## config.mk

```make
export PLATFORM = sky130hd
export DESIGN_NAME = synth_top
export DESIGN_NICKNAME = d
export VERILOG_FILES = /design/src/rtl/synth_pkg.sv /design/src/rtl/sync_fifo.sv /design/src/rtl/synth_top.sv /design/src/rtl/pwm_reg_scheduler.sv
export SDC_FILE = /design/constraint.sdc
export NUM_CORES = 1
export LEC_CHECK = 0
export CAP_MARGIN = 40
export CORE_MARGIN = 3
export CORE_UTILIZATION = 45
export CTS_BUF_LIST = sky130_fd_sc_hd__clkbuf_2 sky130_fd_sc_hd__clkbuf_4 sky130_fd_sc_hd__clkbuf_8
export DETAILED_ROUTE_END_ITERATION = 6
export PLACE_DENSITY = 0.69
export SYNTH_ARGS = -nofsm -noshare
export SYNTH_HDL_FRONTEND = slang
export SYNTH_SLANG_ARGS = --single-unit
```

## constraint.sdc

```tcl
create_clock -name clk -period 3.2 [get_ports clk]
set_input_delay 0.32 -clock clk [delete_from_list [all_inputs] [get_ports clk]]
set_output_delay 0.32 -clock clk [all_outputs]
set_load 0.02 [all_outputs]
```

## src/rtl/synth_pkg.sv

```systemverilog
// rtl/synth_pkg.sv - shared types and sizes for the PWM register scheduler
package synth_pkg;
    localparam int SYNTH_NUM_CH = 8;
    localparam int SYNTH_DUTY_W = 16;

    typedef logic [$clog2(SYNTH_NUM_CH)-1:0] ch_idx_t;

    typedef enum logic [1:0] {
        IDLE  = 2'd0,
        DRAIN = 2'd1,
        ARMED = 2'd2
    } sched_state_e;

    typedef struct packed {
        ch_idx_t                 ch;
        logic [SYNTH_DUTY_W-1:0] data;
    } pwm_wr_req_t;
endpackage

```

## src/rtl/sync_fifo.sv

```systemverilog
// rtl/sync_fifo.sv - single-clock FIFO with occupancy count; caller never pushes when full or pops when empty
module sync_fifo #(
    parameter int WIDTH = 8,
    parameter int DEPTH = 4
) (
    input  logic                     clk,
    input  logic                     reset,
    input  logic                     push,
    input  logic [WIDTH-1:0]         push_data,
    input  logic                     pop,
    output logic [WIDTH-1:0]         pop_data,
    output logic [$clog2(DEPTH):0]   count
);
    localparam int AW = $clog2(DEPTH);
    localparam int CW = AW + 1;

    logic [WIDTH-1:0] mem [DEPTH];
    logic [AW-1:0]    wr_ptr;
    logic [AW-1:0]    rd_ptr;

    // DEPTH is a power of two, so the pointers wrap naturally
    always_ff @(posedge clk or negedge reset) begin
        if (!reset) begin
            wr_ptr <= '0;
            rd_ptr <= '0;
            count  <= '0;
        end else begin
            if (push) wr_ptr <= wr_ptr + AW'(1);
            if (pop)  rd_ptr <= rd_ptr + AW'(1);
            case ({push, pop})
                2'b10:   count <= count + CW'(1);
                2'b01:   count <= count - CW'(1);
                default: count <= count;
            endcase
        end
    end

    always_ff @(posedge clk) begin
        if (push) mem[wr_ptr] <= push_data;
    end

    assign pop_data = mem[rd_ptr];
endmodule

```

## src/rtl/synth_top.sv

```systemverilog
// rtl/synth_top.sv - synthesis wrapper exposing each live duty register as its own port
module synth_top
    import synth_pkg::*;
(
    input  logic                    clk,
    input  logic                    reset,
    input  logic                    wr_valid,
    output logic                    wr_ready,
    input  ch_idx_t                 wr_ch,
    input  logic [SYNTH_DUTY_W-1:0] wr_data,
    input  logic                    frame_tick,
    input  logic                    bypass,
    input  logic                    freeze,
    output logic [SYNTH_DUTY_W-1:0] p0,
    output logic [SYNTH_DUTY_W-1:0] p1,
    output logic [SYNTH_DUTY_W-1:0] p2,
    output logic [SYNTH_DUTY_W-1:0] p3,
    output logic [SYNTH_DUTY_W-1:0] p4,
    output logic [SYNTH_DUTY_W-1:0] p5,
    output logic [SYNTH_DUTY_W-1:0] p6,
    output logic [SYNTH_DUTY_W-1:0] p7,
    output logic                    pending,
    output logic [2:0]              fifo_count,
    output sched_state_e            state
);
    logic [SYNTH_NUM_CH*SYNTH_DUTY_W-1:0] regs;

    pwm_reg_scheduler #(
        .NUM_CH     (SYNTH_NUM_CH),
        .DATA_W     (SYNTH_DUTY_W),
        .FIFO_DEPTH (4)
    ) u_sched (
        .clk        (clk),
        .reset      (reset),
        .wr_valid   (wr_valid),
        .wr_ready   (wr_ready),
        .wr_ch      (wr_ch),
        .wr_data    (wr_data),
        .frame_tick (frame_tick),
        .bypass     (bypass),
        .freeze     (freeze),
        .pwm_regs   (regs),
        .pending    (pending),
        .fifo_count (fifo_count),
        .state      (state)
    );

    assign {p7, p6, p5, p4, p3, p2, p1, p0} = regs;
endmodule

```

## src/rtl/pwm_reg_scheduler.sv

```systemverilog
// rtl/pwm_reg_scheduler.sv - queues duty writes into shadows and commits them to live registers on frame ticks
module pwm_reg_scheduler
    import synth_pkg::*;
#(
    parameter  int NUM_CH     = 8,
    parameter  int DATA_W     = 16,
    parameter  int FIFO_DEPTH = 4,
    localparam int CH_W       = $clog2(NUM_CH),
    localparam int CNT_W      = $clog2(FIFO_DEPTH) + 1
) (
    input  logic                     clk,
    input  logic                     reset,
    input  logic                     wr_valid,
    output logic                     wr_ready,
    input  logic [CH_W-1:0]          wr_ch,
    input  logic [DATA_W-1:0]        wr_data,
    input  logic                     frame_tick,
    input  logic                     bypass,
    input  logic                     freeze,
    output logic [NUM_CH*DATA_W-1:0] pwm_regs,
    output logic                     pending,
    output logic [CNT_W-1:0]         fifo_count,
    output sched_state_e             state
);
    logic                   push;
    logic                   pop;
    logic                   commit;
    logic [CH_W+DATA_W-1:0] head;
    logic [CH_W-1:0]        head_ch;
    logic [DATA_W-1:0]      head_data;
    logic [CNT_W-1:0]       count_next;
    logic [DATA_W-1:0]      live   [NUM_CH];
    logic [DATA_W-1:0]      shadow [NUM_CH];
    logic [NUM_CH-1:0]      dirty;
    logic [NUM_CH-1:0]      dirty_next;
    sched_state_e           state_next;

    assign wr_ready  = (fifo_count != CNT_W'(FIFO_DEPTH));
    assign push      = wr_valid && wr_ready;
    assign pop       = (fifo_count != '0);
    assign commit    = frame_tick && !freeze;
    assign head_ch   = head[CH_W+DATA_W-1:DATA_W];
    assign head_data = head[DATA_W-1:0];

    sync_fifo #(
        .WIDTH (CH_W + DATA_W),
        .DEPTH (FIFO_DEPTH)
    ) u_fifo (
        .clk       (clk),
        .reset     (reset),
        .push      (push),
        .push_data ({wr_ch, wr_data}),
        .pop       (pop),
        .pop_data  (head),
        .count     (fifo_count)
    );

    // A commit drains every dirty bit; a same-edge staged pop re-arms its channel
    always_comb begin
        dirty_next = dirty;
        if (commit) dirty_next = '0;
        if (pop && !bypass) dirty_next[head_ch] = 1'b1;
    end

    // Bypass pops are applied after the commit loop so the newest value wins
    always_ff @(posedge clk or negedge reset) begin
        if (!reset) begin
            for (int k = 0; k < NUM_CH; k++) begin
                live[k]   <= '0;
                shadow[k] <= '0;
            end
            dirty <= '0;
        end else begin
            dirty <= dirty_next;
            if (commit) begin
                for (int k = 0; k < NUM_CH; k++) begin
                    if (dirty[k]) live[k] <= shadow[k];
                end
            end
            if (pop) begin
                shadow[head_ch] <= head_data;
                if (bypass) live[head_ch] <= head_data;
            end
        end
    end

    assign count_next = fifo_count + CNT_W'(push) - CNT_W'(pop);

    always_comb begin
        state_next = IDLE;
        if (count_next != '0)      state_next = DRAIN;
        else if (dirty_next != '0) state_next = ARMED;
    end

    always_ff @(posedge clk or negedge reset) begin
        if (!reset) state <= IDLE;
        else        state <= state_next;
    end

    always_comb begin
        pwm_regs = '0;
        for (int k = 0; k < NUM_CH; k++) pwm_regs[k*DATA_W +: DATA_W] = live[k];
    end

    assign pending = |dirty;
endmodule

```

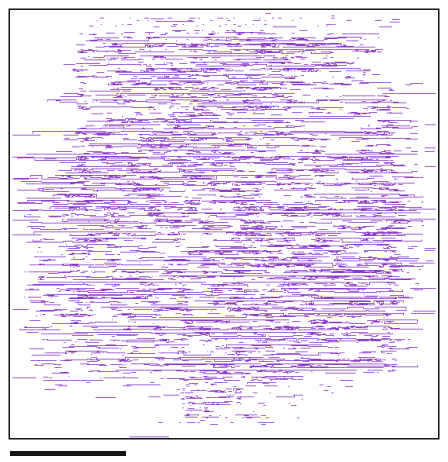
Fig. 1. The metal 1 layer (run 1).
Bar = 50 um.
The layer holds 45% of the routed length. The wires run mostly horizontal. The layer carries 18000 um of wire. 1338 nets have wire on it.
vias: 9995
M1 GR Usage: 0.336
final WL: 39.6 mm

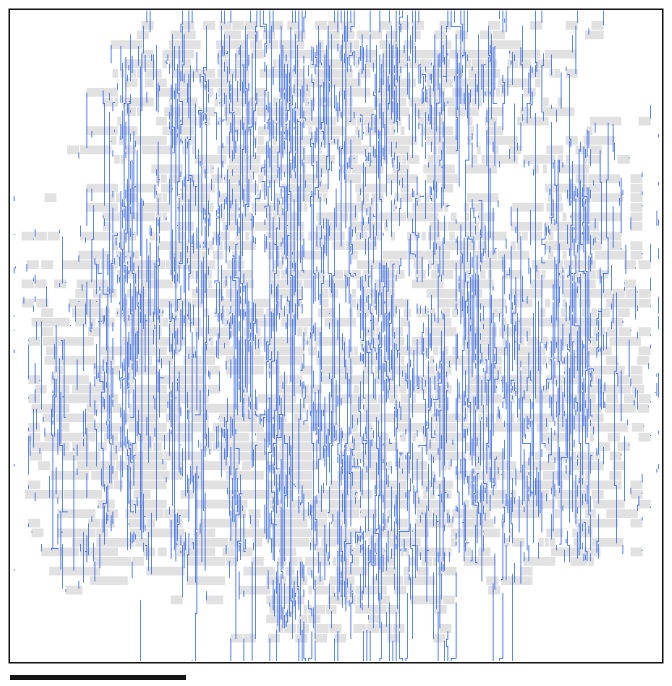
Fig. 2. Signal wires on met2 (run 1).
Bar = 50 um.
The wires run mostly vertical. The layer carries 18000 um of wire. 1139 nets have wire on it.
met2 usage in global routing: 0.355

==> results.cfg, run 1 <==
; yosys + openroad results
[run_status]
outcome = finished clean

[cells_and_area]
drive_gt1_frac = 0.136
antenna_cells = 0
nets = 1459
area_growth_pct = 23.8

[die]
die-area_um2 = 34300
fp.dieW_um = 185
io_pins = 160
coreArea_um2 = 31600
rows = 65
fp_util = 0.457
die_h_um = 185

[synth]
postSynthSeqShare = 0.630
ys_cells = 1227
ff_type = dfrtp_1
ys_top_cells_by_area = dfrtp_1, edfxtp_1, mux2i_1, nand2_1, o21ai_0
ys_sh_adder = 0.00796
netlist_instances = 1227
yosysTopAreaCell = dfrtp_1
postSynth.asyncResetShare = 0.782
ys_types = 40
synth-compound-area-share = 0.0981
edf_count = 76
logic_family = multiplexers
ys_area_um2 = 14500
mux_area_frac = 0.141
synth_nets = 1260
synth_area_um2 = 14500
synth_flops = 349
synth.cellmix.simpleShare = 0.0903
xor_area_frac = 0.00424
ys_warn_count = 0
synth_area_per_cell_um2 = 11.8
synth_top_area_share = 0.472

[placement]
dp_hpwl_mm = 25.2
gp_congestion = 0.873
portBuffers = 159
dp_slack_ns = 0.406

[setup_path]
worstRegToRegCells = 11
critPathMaxFanout = 10
path_cells = nor2_1 -> nand2_1 -> and2_1 -> inv_1 -> ha_1 -> inv_1 -> ha_1 -> fa_1 -> xnor2_1 -> or3_1 -> nor2_1
r2r-start = u_sched.u_fifo.count[1]
r2r_setup_slack_ns = 0.51
worst-path-buf-inv = 2
critPathMaxStageDelay_ns = 0.54
cp.arrival_ns = 3.21
crit_required_ns = 3.72
crit_family = adder cells
path_class = flip-flop to flip-flop
cp_slowest_cell = dfrtp_1
rr_endpoint = u_sched.state[1]
critPathCaptureType = flip-flop
crit_path_start = u_sched.u_fifo.count[1]
critPathLaunchType = flip-flop

[power_and_ir_drop]
power.density_nw_per_um2 = 1160
ir_drop_mv = 0.480
leakage_nw = 8.39

[sta]
setup_ws_ns = 0.511
fin_crit_sh = 0.840
setup_viol = 0
hold_violations = 0
finalSetupTns_ns = 0
timing.final.crit_period_ns = 2.69
max_freq_mhz = 372
rsz0062_at_grt = false
drv_slew = 0
tightest_slew_ns = 0.845
relSlewSlack = 0.421
skew_ns = 0.0265

[job]
warnings = 29
drv_cap = 0

[cts]
cts_root_buf = clkbuf_8
postCtsSetupRepairBufs = 0
cts_hold_buf = 1
numClockSinks = 349
ctsResizeCount = 0
clk_latency_ns = 0.59
numCtsBuffers = 56
cts_tree = yes
clk_pin_slew_ns = 0.06
cts.path.max_buffers = 3
htree_levels = 2

[detailed_routing]
via_per_inst = 5.34
wl_per_cell_um = 21.2
first_iter_violations = 708
drc = 0
ant_nets = 0
drtPass1Iterations = 5

[global_route]
grt_use_total = 0.232
grt_max_degree = 92
antenna_found_initial = 0
grt_pass1_vias = 9734
grt_overflow_total = 0
grt_pass1_wl_mm = 59.3

[worst_hold_path]
hold_path_class = primary input to asynchronous set/reset pin
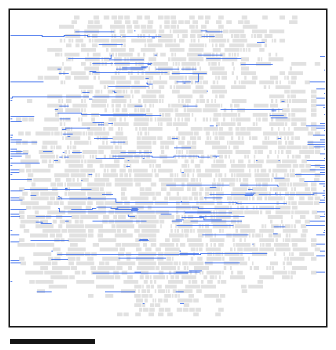
Fig. 3. Signal wires on met3 (run 1).
Bar = 50 um.
The layer holds 6.3% of the routed length. 156 nets have wire on it. The longest straight run is 88.6 um.
M3 GR Usage: 0.0426

[run 1: area by class of cell]
| class | instances | area [um^2] |
|---|---|---|
| fillers | 2636 | 13700 |
| flip-flops and latches | 349 | 9110 |
| multi-input cells | 792 | 4970 |
| repair buffers | 220 | 2110 |
| clock buffers | 97 | 1140 |
| well taps | 402 | 503 |
| clock inverters | 6 | 36.3 |
| inverters | 7 | 26.3 |
[run 1: cells in the final DEF (no fill, tap or decap), drive strengths merged, types with 3 or more instances in the layout]
master / count
dfrtp: 273
nand2: 210
o21ai: 196
mux2i: 176
clkdlybuf4s50: 158
clkbuf: 98
edfxtp: 76
nor2: 69
a21oi: 66
buf: 60
mux2: 18
inv: 8
ha: 6
xnor2: 5
and3: 4
clkinv: 4
mux4: 3
nand2b: 3
nor4b: 3
nand4b: 3
nand4bb: 3
or4b: 3
nor4: 3
[run 1: state kept, by name, summed over array words and instances (netlist names)]
register               cells
u_sched.u_fifo.mem        76
u_sched.u_fifo.rd_ptr      2
u_sched.state              2
u_sched.u_fifo.wr_ptr      2
u_sched.pwm_regs         128
u_sched.shadow           128
u_sched.dirty              8
u_sched.u_fifo.count       3
[run 1: report_power, final]
group	internal, mW	switching (mW)	total, mW
sequential	6.45	1.20	7.65
clock	2.23	1.72	3.95
combinational	3.64	5.60	9.23
total	12.3	8.51	20.8
[run 1: synthesized netlist by cell type, types with 3 or more instances]
| cell | number |
|---|---|
| and3_1 | 4 |
| clkbuf_1 | 45 |
| o21ai_1 | 45 |
| mux2i_1 | 176 |
| ha_1 | 6 |
| nand2b_1 | 3 |
| xnor2_1 | 5 |
| buf_2 | 24 |
| mux4_2 | 3 |
| a21oi_1 | 66 |
| o21ai_0 | 141 |
| mux2_2 | 18 |
| inv_1 | 7 |
| buf_6 | 8 |
| nand2_1 | 210 |
| o21ai_2 | 10 |
| or4b_1 | 3 |
| nand4bb_1 | 3 |
| dfrtp_1 | 273 |
| nor4b_2 | 3 |
| nor2_1 | 69 |
| edfxtp_1 | 76 |
| nand4b_1 | 3 |
[run 1: routing by layer]
| layer | global-route usage | part of all wire |
|---|---|---|
| met1 | 0.336 | 0.45 |
| met2 | 0.355 | 0.46 |
| met3 | 0.0426 | 0.062 |
| met4 | 0.0768 | 0.029 |
| met5 | 0 | 0 |
[run 1: worst max path at each step]
stage                               end  cells after the start  slack, ns
global placement       u_sched.state[1]                     10       0.48
CTS                 u_sched.shadow[100]                      3       0.45
detailed placement     u_sched.state[1]                     10       0.41
finish                 u_sched.state[1]                     11       0.51
global route           u_sched.state[1]                     11       0.34
floorplan              u_sched.state[1]                     12       0.32
[run 1: metrics by stage]
step,cells,util,hold WS (ns),power (mW),area [um^2]
after floorplan,1227,-,0.0244,12.5,14500
after global placement,1766,0.527,0.363,16.6,16700
after detailed placement,1768,0.528,0.366,16.9,16700
after CTS,1872,0.565,0.324,20.9,17900
after global routing,1873,0.566,0.339,22.1,17900
final,1873,0.566,0.316,20.8,17900
Fig. 4: run 1, routing congestion
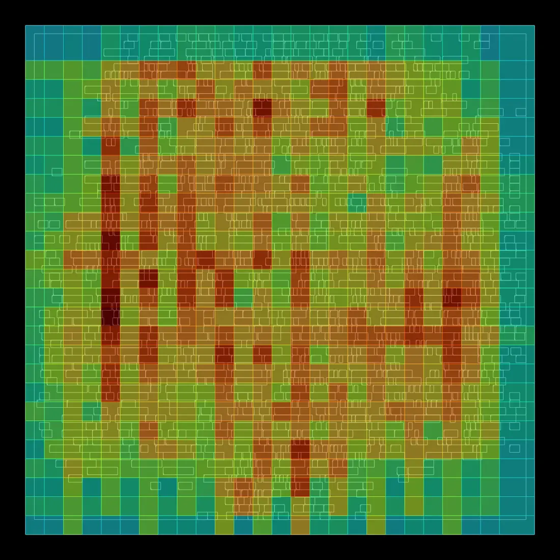

==> run 2, diff against run 1 <==
clock period = 2.58 ns   (was 3.2 ns; I/O delays follow)
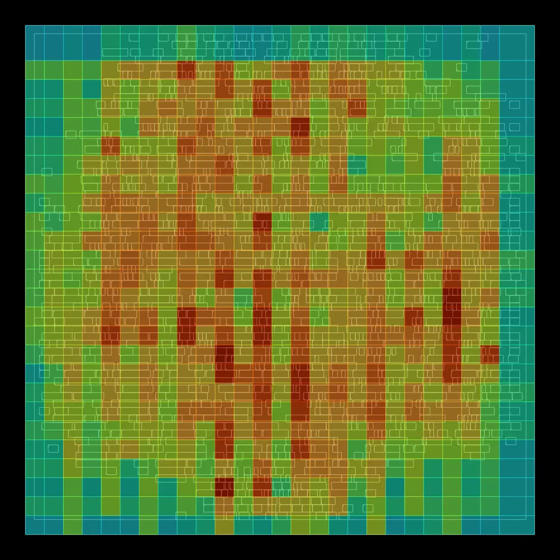
Fig. 5. Routing congestion (run 2).
M3 GR Usage: 0.0410
Final Util: 0.571

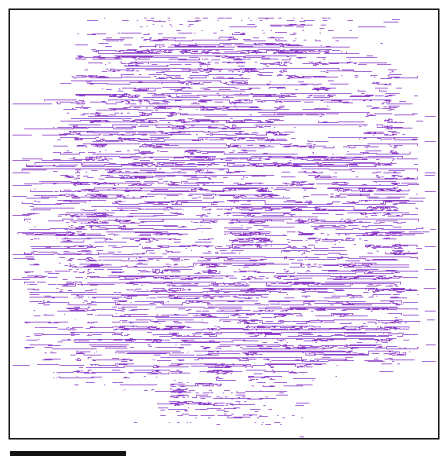
Fig. 6. The metal 1 layer (run 2).
Bar = 50 um.
The layer holds 45% of the routed length. The layer carries 17700 um of wire.
vias: 10059
final WL: 39.6 mm
M1 GR Usage: 0.336

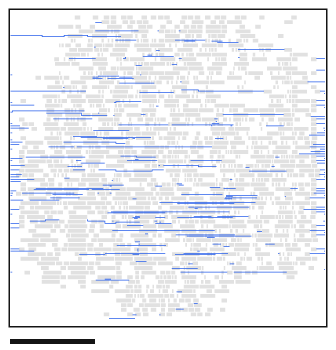
Fig. 7. Signal wires on met3 (run 2).
Bar = 50 um.
The wires run mostly horizontal. The layer holds 6.4% of the routed length.

==> results.cfg, run 2 <==
; yosys + openroad results
[run_status]
outcome = finished clean

[sta]
setup_ws_ns = 0.225
max_freq_mhz = 425
timing.hold.ws_ns = 0.299
rsz0062_at_grt = false
relSlewSlack = 0.505

[setup_path]
crit_required_ns = 3.09
cp.arrival_ns = 2.87
critPathCaptureType = flip-flop
path_class = flip-flop to flip-flop
path_cells = nor2_1 -> nand2_2 -> and2_4 -> inv_1 -> ha_1 -> inv_1 -> ha_1 -> fa_1 -> xnor2_1 -> or3_1 -> nor2_1
worst-path-buf-inv = 2
worstRegToRegCells = 11
crit_family = adder cells
critPathMaxStageDelay_ns = 0.41
critPathLaunchType = flip-flop

[cts]
htree_levels = 2
cts_tree = yes
numCtsBuffers = 56
clk_latency_ns = 0.59
postCtsSetupRepairBufs = 0
clk_pin_slew_ns = 0.06

[global_route]
grt_use_total = 0.233
antenna_found_initial = 1
grt_max_degree = 93
grt_overflow_total = 0

[synth]
ff_type = dfrtp_1
netlist_instances = 1227
synth_area_um2 = 14500
ys_area_um2 = 14500
postSynthSeqShare = 0.630
yosysMostFrequentCell = dfrtp_1
ys_warn_count = 0
yosysTopAreaCell = dfrtp_1
synth_top_area_share = 0.472
postSynth.asyncResetShare = 0.782
synth_nets = 1260
ys_types = 40
synth_area_per_cell_um2 = 11.8

[detailed_routing]
drtPass1Iterations = 5
drc = 0
first_iter_violations = 757
ant_nets = 0
via_per_inst = 5.36
wl_per_cell_um = 21.1

[placement]
portBuffers = 159
dp_slack_ns = 0.0732
gp_congestion = 0.870

[cells_and_area]
layout_top_cell = dfrtp_1
nets = 1466
drive_gt1_frac = 0.142
combGateArea_um2 = 4980
regArea_um2 = 9120
antenna_cells = 0
most-common-layout-cells = dfrtp_1, nand2_1, mux2i_1
area_growth_pct = 24.9

[worst_hold_path]
hold_path_class = primary input to asynchronous set/reset pin

[power_and_ir_drop]
ir_drop_mv = 0.714

[die]
fp.dieW_um = 185
fp_util = 0.457
## run 2: through the flow
step | util | area [um^2] | total power, mW | cells
floorplan | - | 14500 | 15.6 | 1227
global placement | 0.531 | 16800 | 20.8 | 1776
detailed placement | 0.531 | 16800 | 21.1 | 1776
CTS | 0.571 | 18100 | 26.3 | 1878
global route | 0.571 | 18100 | 27.7 | 1878
finish | 0.571 | 18100 | 26.2 | 1878
## run 2: final cells by class
type / instances / area share
inverters: 7 / 0.00146
multi-input cells: 792 / 0.276
flip-flops and latches: 349 / 0.505
well taps: 402 / 0.0279
repair buffers: 227 / 0.121
clock inverters: 7 / 0.00471
clock buffers: 94 / 0.0644
## run 2: routing by layer
layer  GRT usage  part of all wire  vias to the layer above
met5           0                 0                        -
met4      0.0759             0.030                        0
met3      0.0410             0.064                       80
met2       0.363              0.46                      338
met1       0.336              0.45                     4935
li1            -                 -                     4706
## run 2: kinds of logic after synthesis
group | Yosys count | synth area share
AND-OR/OR-AND | 270 | 0.0981
XOR/XNOR | 7 | 0.00424
adder cells (fa/ha/maj) | 8 | 0.00796
buffers and inverters | 86 | 0.0286
flip-flops | 349 | 0.630
multiplexers | 197 | 0.141
AND/OR/NAND/NOR | 310 | 0.0903
## run 2: what timing repair did
item / in CTS / in global routing
hold buffers: 1 / 0
gates resized: 0 / 0
endpoints found under the hold margin: 88 / 0
## run 2: final timing paths
kind | end | start | slack [ns]
setup / recovery | u_sched.state[1] | u_sched.u_fifo.count[1] | 0.22
hold / removal | u_sched.shadow[72] | reset | 0.30
max in group asynchronous | u_sched.shadow[101] | reset | 1.47
setup reg to reg | u_sched.state[1] | u_sched.u_fifo.count[1] | 0.22
hold reg to reg | u_sched.shadow[76] | u_sched.shadow[76] | 0.48
min in group clk | u_sched.u_fifo.mem[3][1] | wr_data[1] | 0.32
## run 2: power by group
| group | switching (mW) | internal, mW | leakage (nW) |
|---|---|---|---|
| Sequential | 1.42 | 8.01 | 4.06 |
| Combinational | 7.06 | 4.56 | 3.73 |
| Clock | 2.12 | 3.02 | 0.669 |
| Total | 10.6 | 15.6 | 8.46 |
==> run 3, diff against run 2 <==
HOLD_SLACK_MARGIN = 0.1   (was unset)
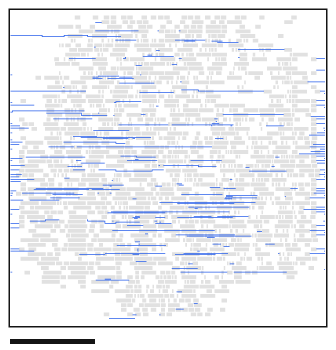
Fig. 8. Signal wires on met3 (run 3).
Bar = 50 um.
The longest straight run is 78.9 um. The layer carries 2530 um of wire.

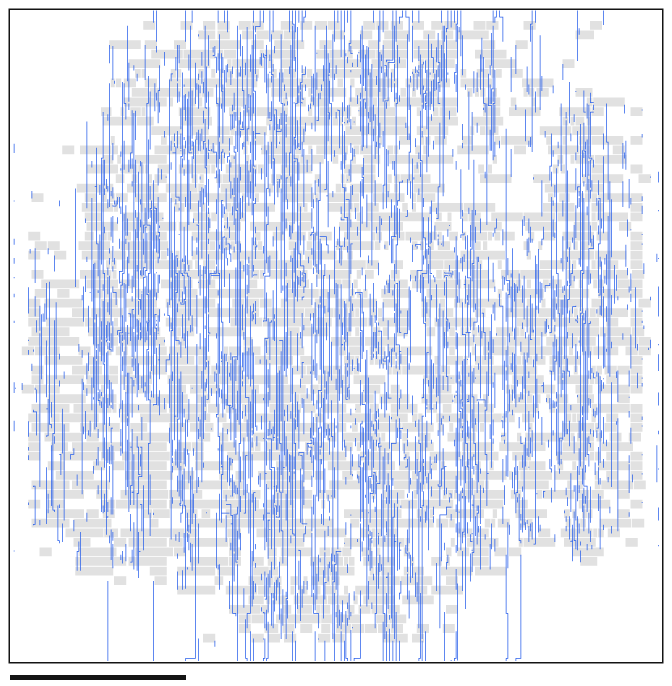
Fig. 9. Signal wires on met2 (run 3).
Bar = 50 um.
met2 usage in global routing: 0.363

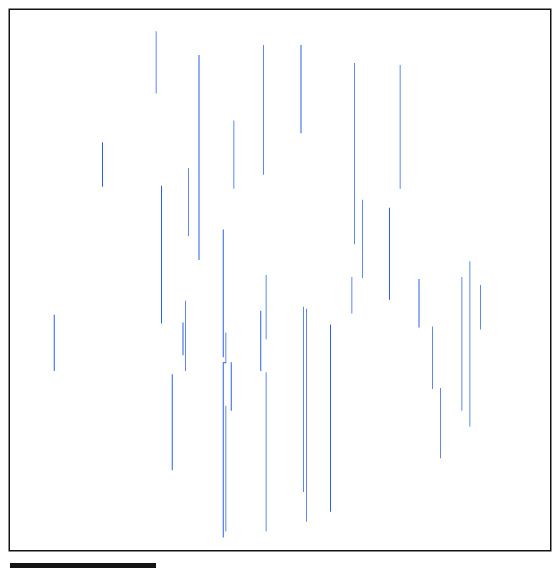
Fig. 10. Metal 4 (run 3).
Bar = 50 um.
The wires run mostly vertical. The layer carries 1180 um of wire.

==> results.cfg, run 3 <==
; yosys + openroad results
[cts]
cts_tree = yes
clk_latency_ns = 0.59
cts_root_buf = clkbuf_8
cts.path.max_buffers = 3
numClockSinks = 349
clk_pin_slew_ns = 0.06
ctsResizeCount = 0
htree_levels = 2
numCtsBuffers = 56

[sta]
setup_ws_ns = 0.225
drv_slew = 0
fin_crit_sh = 0.913
rsz0062_at_grt = false
max_freq_mhz = 425
relSlewSlack = 0.505
finalSetupTns_ns = 0
tightest_slew_ns = 0.743
timing.final.crit_period_ns = 2.36
setup_viol = 0
hold_violations = 0
skew_ns = 0.0220

[cells_and_area]
fin_util = 0.571
layoutNonFillerInstCount = 1878
nets = 1466
antenna_cells = 0
area_growth_pct = 24.9
fillers = 2655
layout_top_cell = dfrtp_1
most-common-layout-cells = dfrtp_1, nand2_1, mux2i_1
drive_gt1_frac = 0.142

[detailed_routing]
wl_per_cell_um = 21.1
via_per_inst = 5.36
ant_nets = 0
routed_wl_mm = 39.6
via_count = 10059
drtPass1Iterations = 5
first_iter_violations = 757
drc = 0

[synth]
ys_warn_count = 0
ys_top_cells_by_area = dfrtp_1, edfxtp_1, mux2i_1, nand2_1, o21ai_0
ys_area_um2 = 14500
postSynthSeqShare = 0.630
synth_area_per_cell_um2 = 11.8
postSynth.asyncResetShare = 0.782
synth_top_area_share = 0.472
synth_nets = 1260
ys_types = 40
synth_area_um2 = 14500
synth_flops = 349
netlist_instances = 1227
yosysTopAreaCell = dfrtp_1
synth.top_cells.by_count = dfrtp_1, nand2_1, mux2i_1, o21ai_0, edfxtp_1
edf_count = 76
ff_type = dfrtp_1
yosysMostFrequentCell = dfrtp_1
ys_cells = 1227

[die]
rows = 65
die_h_um = 185
fp_util = 0.457
fp.dieW_um = 185
io_pins = 160
coreArea_um2 = 31600
die-area_um2 = 34300

[setup_path]
cp.arrival_ns = 2.87
critPathLaunchType = flip-flop
critPathMaxFanout = 6
critPathCaptureType = flip-flop
path_class = flip-flop to flip-flop
crit_required_ns = 3.09

[job]
drv_cap = 0
warnings = 29

[placement]
dp_slack_ns = 0.0732
gp_congestion = 0.870
dp_hpwl_mm = 25.0
place_inst = 1776
portBuffers = 159

[power_and_ir_drop]
ir_drop_mv = 0.714
power.density_nw_per_um2 = 1450
leakage_nw = 8.46
p_total_mw = 26.2

[global_route]
grt_max_degree = 93
grt_pass1_vias = 9761
antenna_found_initial = 1
grt_use_total = 0.233
grt_overflow_total = 0
grt_pass1_wl_mm = 59.5

[run_status]
outcome = finished clean

[worst_hold_path]
hold_path_class = primary input to asynchronous set/reset pin
## run 3: cell counts after synthesis
No cell type changed its count.
## run 3: per-stage QoR
stage,hold slack (ns),instance area (um^2)
2_1_floorplan,-0.0376,14500
3_3_place_gp,0.349,16800
3_5_place_dp,0.345,16800
4_1_cts,0.285,18100
5_1_grt,0.297,18100
6_report,0.299,18100
## run 3: final cells by class
type / count / area (um^2) / share of cell area
clock buffer: 94 / 1160 / 0.0644
clock inverter: 7 / 85.1 / 0.00471
inverter: 7 / 26.3 / 0.00146
multi-input combinational: 792 / 4980 / 0.276
sequential: 349 / 9120 / 0.505
tap: 402 / 503 / 0.0279
timing repair buffer: 227 / 2180 / 0.121
## run 3: critical path, cell delays in order (launching register included)
cell     delay [ns]
dfrtp_2        0.41
nor2_1         0.07
nand2_2        0.10
and2_4         0.17
inv_1          0.05
ha_1           0.29
inv_1          0.05
ha_1           0.19
fa_1           0.41
xnor2_1        0.13
or3_1          0.32
nor2_1         0.11
## run 3: worst paths after layout
kind                                    startpoint                  endpoint  slack (ns)  depth (start not counted)
min in group clk                        wr_data[1]  u_sched.u_fifo.mem[3][1]        0.32                          1
max in group asynchronous                    reset       u_sched.shadow[101]        1.47                          3
min reg2reg                     u_sched.shadow[76]        u_sched.shadow[76]        0.48                          2
min                                          reset        u_sched.shadow[72]        0.30                          2
max reg2reg                u_sched.u_fifo.count[1]          u_sched.state[1]        0.22                         11
max                        u_sched.u_fifo.count[1]          u_sched.state[1]        0.22                         11
## run 3: kinds of logic (layout without fill, tap and decap cells)
kind of cell	after synthesis	count (layout)	synth area share
xor gates and xnor gates	7	7	0.00424
and+or+nand+nor	310	310	0.0903
adders and majority gates	8	8	0.00796
muxes	197	197	0.141
DFF	349	349	0.630
AOI/OAI and AO/OA	270	270	0.0981
buffers and inverters	86	335	0.0286
## run 3: layer usage
layer / routed length (um) / vias up / track usage
met1: 17700 / 4935 / 0.336
met5: 0 / - / 0
met2: 18200 / 338 / 0.363
li1: - / 4706 / -
met3: 2530 / 80 / 0.0410
met4: 1180 / 0 / 0.0759
## run 3: power breakdown
| group | leakage (nW) | internal [mW] | switching [mW] |
|---|---|---|---|
| Clock | 0.669 | 3.02 | 2.12 |
| Sequential | 4.06 | 8.01 | 1.42 |
| Combinational | 3.73 | 4.56 | 7.06 |
| Total | 8.46 | 15.6 | 10.6 |
## run 3: what timing repair did
item	CTS	global route
hold buffers	1	0
endpoints found under the hold margin	88	0
setup buffers	0	0
Power and IR drop assume default switching activity.
